$ cat src/rtl/bus_cycle_sequencer.sv
// Eight-phase bus cycle sequencer: drives a 12-bit fetch address as three
// nibbles, captures the opcode nibbles, and strobes the ROM/RAM commands.
module bus_cycle_sequencer (
    input  logic        clock,
    input  logic        reset,
    input  logic        halt,
    input  logic [11:0] pc,
    input  logic        two_word,
    input  logic        io_op,
    input  logic        x_drive,
    input  logic [3:0]  x_data,
    input  logic [3:0]  data_i,
    output logic [3:0]  data_o,
    output logic        data_en,
    output logic        sync,
    output logic        rom_cmd,
    output logic        ram_cmd_n,
    output logic [3:0]  opr,
    output logic [3:0]  opa,
    output logic        instr_valid,
    output logic        second_word,
    output logic [2:0]  phase
);

    typedef enum logic [2:0] {
        A1 = 3'd0,
        A2 = 3'd1,
        A3 = 3'd2,
        M1 = 3'd3,
        M2 = 3'd4,
        X1 = 3'd5,
        X2 = 3'd6,
        X3 = 3'd7
    } state_t;

    state_t      state;
    state_t      next;
    logic [11:0] addr_reg;

    // Address and second-word flag are only taken when leaving X3 for A1.
    always_ff @(posedge clock) begin
        if (!reset) begin
            state       <= X3;
            addr_reg    <= '0;
            opr         <= '0;
            opa         <= '0;
            second_word <= 1'b0;
        end else begin
            state <= next;
            if (state == X3 && !halt) begin
                addr_reg    <= pc;
                second_word <= two_word;
            end
            if (state == M1)
                opr <= data_i;
            if (state == M2)
                opa <= data_i;
        end
    end

    always_comb begin
        next        = state;
        data_o      = 4'h0;
        data_en     = 1'b0;
        sync        = 1'b0;
        rom_cmd     = 1'b0;
        ram_cmd_n   = 1'b1;
        instr_valid = 1'b0;
        unique case (state)
            A1: begin
                data_o  = addr_reg[3:0];
                data_en = 1'b1;
                next    = A2;
            end
            A2: begin
                data_o  = addr_reg[7:4];
                data_en = 1'b1;
                next    = A3;
            end
            A3: begin
                data_o  = addr_reg[11:8];
                data_en = 1'b1;
                rom_cmd = 1'b1;
                next    = M1;
            end
            M1: next = M2;
            M2: begin
                rom_cmd = io_op;
                next    = X1;
            end
            X1: begin
                instr_valid = 1'b1;
                next        = X2;
            end
            X2: begin
                if (x_drive) begin
                    data_o  = x_data;
                    data_en = 1'b1;
                end
                ram_cmd_n = ~(io_op & ~second_word);
                next      = X3;
            end
            X3: begin
                sync = 1'b1;
                next = halt ? X3 : A1;
            end
            default: next = X3;
        endcase
    end

    assign phase = state;

endmodule

$ cat config.mk
export PLATFORM = sky130hd
export DESIGN_NAME = bus_cycle_sequencer
export DESIGN_NICKNAME = d
export VERILOG_FILES = /design/src/rtl/bus_cycle_sequencer.sv
export SDC_FILE = /design/constraint.sdc
export NUM_CORES = 1
export LEC_CHECK = 0
export CELL_PAD_IN_SITES_DETAIL_PLACEMENT = 1
export CELL_PAD_IN_SITES_GLOBAL_PLACEMENT = 1
export CORE_MARGIN = 5
export CORE_UTILIZATION = 30
export DETAILED_ROUTE_END_ITERATION = 12
export PLACE_DENSITY = 0.79
export SYNTH_ARGS = -nofsm -noshare
export SYNTH_HDL_FRONTEND = slang
export SYNTH_SLANG_ARGS = --single-unit
export TNS_END_PERCENT = 5
$ cat constraint.sdc
create_clock -name clock -period 1.3 [get_ports clock]
set_clock_uncertainty 0.05 [all_clocks]
set_input_delay 0.195 -clock clock [delete_from_list [all_inputs] [get_ports clock]]
set_output_delay 0.195 -clock clock [all_outputs]
set_load 0.02 [all_outputs]
==> out/qor.yml <==
ant_nets: 0
yosys.area.top_type: "dfxtp_1"
synthDistinctLibCells: 23
grt_pass1_vias: 1199
min_path_type: "input pin to register"
ys_top_cells_by_area: "dfxtp_1 (42%), mux2i_1 (11%), nand3_1 (6.6%), o21ai_0 (6.1%), nand2_1 (5.6%)"
n_fill_cell: 442
end_kind: "primary output"
post_dp_cell_area_um2: 1740
syn_to_final_growth_pct: 59.0
syn_avg_cell_area_um2: 8.78
ioPinCount: 47
num_rows: 22
gp_congestion: 0.776
layout.cells.most_common: "clkdlybuf4s50_1"
stdcell_area_um2: 1810
avgViaCountPerCell: 4.72
worstPathMaxFanout: 7
p_per_area_nw_per_um2: 1050
drc: 0
log.warning_count: 29
violations: "setup timing"
leakage_nw: 0.766
tightestPinTransition_ps: 311
path_class: "register to primary output"
first_pass_iters: 4
final_util_pct: 49.6
yosys_cells: 130
slew_violations: 0
yosys_warnings: 0
nets: 212
cts_made_buffers: 3
drt_wl_total_um: 3390
coreArea_um2: 3660
grt_use_total_pct: 14.0
setup_viol: 10
grt-ovfl-total: 0
setup_ws_ps: -388
synth_cells: 130
cts_tree: "done"
crit_required_ps: 1050
ctsHoldBuffers: 0
cp_data_arrival_time_ps: 1440
wl_per_cell_um: 14.5
rsz0062_at_grt: "true"
grt_max_degree: 38
synth_top_area_share_pct: 42.1
outcome: "finished, violations left"
synth_seq_share_pct: 42.1
[run 1: synth_stat cells]
library cell / count
nand4b_4: 1
dfxtp_1: 24
buf_6: 3
a22o_1: 4
nand2b_1: 1
buf_4: 2
nor3b_2: 1
a21boi_0: 1
nand3_1: 15
o22ai_1: 4
buf_2: 2
inv_1: 6
mux2i_1: 12
nand2_1: 17
or4b_1: 1
o21ai_1: 1
nor2b_1: 8
o21ai_0: 14
nor2_1: 3
clkbuf_1: 4
nand3b_1: 2
nor3b_4: 1
a21oi_1: 3
[run 1: what timing repair did]
item,in CTS,in global routing
pin swaps,5,3
endpoints found under the setup margin,26,19
cloned,0,0
resized,65,19
buffers inserted,1,0
[run 1: through the flow]
stage / hold WS [ps] / cells / TNS, ps / worst slack [ps]
after detailed placement: 418 / 228 / -5680 / -712
after floorplan: 278 / 130 / -525 / -102
final: 416 / 233 / -2690 / -388
after CTS: 419 / 233 / -3110 / -392
after global placement: 405 / 228 / -5080 / -694
after global routing: 418 / 233 / -3740 / -440
[run 1: layout make-up]
class | count | area, um^2 | share of cell area [%]
clock buffers | 4 | 55.1 | 3.03
inverters | 6 | 26.3 | 1.45
multi-input cells | 89 | 602 | 33.2
flip-flops and latches | 24 | 489 | 27.0
well taps | 48 | 60.1 | 3.31
repair buffers | 62 | 582 | 32.1
[run 1: power breakdown]
part	switching, mW	internal [mW]
logic	0.270	0.296
registers	0.0455	0.790
clock network	0.240	0.271
total	0.556	1.36
[run 1: per-layer routing]
layer  global-route usage (%)  part of all wire [%]  up-vias
met1                     16.5                    42      520
met2                     25.4                    54       19
met5                        0                     0        -
met3                     2.81                   3.0        5
li1                         -                     -      556
met4                     3.76                   1.1        0
[run 1: kinds of logic (layout without fill, tap and decap cells)]
group / after synthesis / after routing / share of synthesized area [%]
and+or+nand+nor: 50 / 50 / 25.1
DFF: 24 / 24 / 42.1
muxes: 12 / 12 / 10.5
buffers and inverters: 17 / 72 / 8.44
AOI/OAI and AO/OA: 27 / 27 / 13.8
[run 1: path summary, 6_finish.rpt]
kind	start	depth (start not counted)	end
worst max-delay path	phase[1]	5	data_o[2]
worst max register to register	phase[0]	4	opa[1]
worst min register to register	addr_reg[10]	2	addr_reg[10]
worst min-delay path	pc[2]	3	addr_reg[2]
[run 1: critical path: stages (launching register included)]
cell and delay, ps:
dfxtp_4 400, buf_6 130, mux2i_1 220, o22ai_1 110
a22o_1 200, buf_6 130
### Signal wires by layer, run 1

Bar = 20 um.
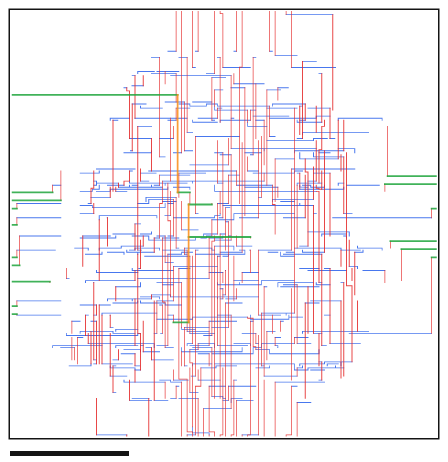
| layer | colour | wire length |
|---|---|---|
| metal 4 | orange | 36.0 um |
| metal 3 | green | 103 um |
| metal 2 | red | 1820 um |
| metal 1 | blue | 1430 um |

### Wires at chosen ports, followed through buffers, run 1

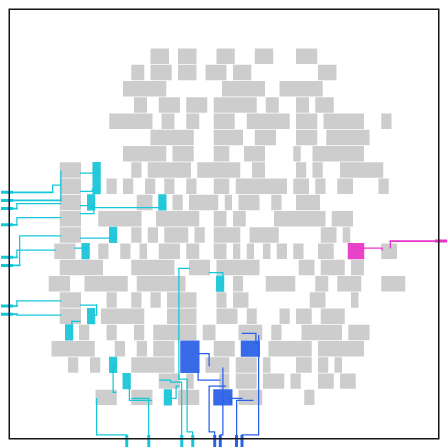
| port | colour | bits | direction | end cells | buffers | wire |
|---|---|---|---|---|---|---|
| `data_en` | magenta | 1 | output | 1 | 1 | 13.6 um |
| `pc` | cyan | 12 | input | 12 | 12 | 209 um |
| `data_o` | blue | 4 | output | 4 | 4 | 68.4 um |

### Clock wires, drivers and flops, run 1

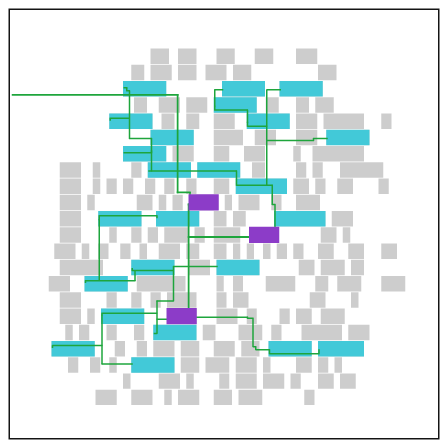
[clock drivers] purple | count: 3
[flip-flops] cyan | count: 24
[clock wires] green | length: 316 um
routed clock nets: 4

### Pin map, run 1

Pins as bars across the die edge, other pins in grey.
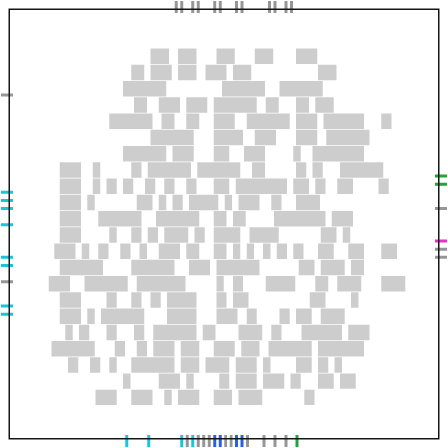
| port | colour | pins | direction | edge |
|---|---|---|---|---|
| `data_o` | blue | 4 | output | south |
| `data_en` | magenta | 1 | output | east |
| `pc` | cyan | 12 | input | 8 west, 4 south |
| `phase` | green | 3 | output | 2 east, 1 south |
all pins by edge: 19 south, 12 north, 10 west, 6 east
I/O Buffers: 46
DIE WIDTH: 71.7 um
die height: 71.7 um

Power figures rest on the tool's default switching activity, not on a simulated workload.
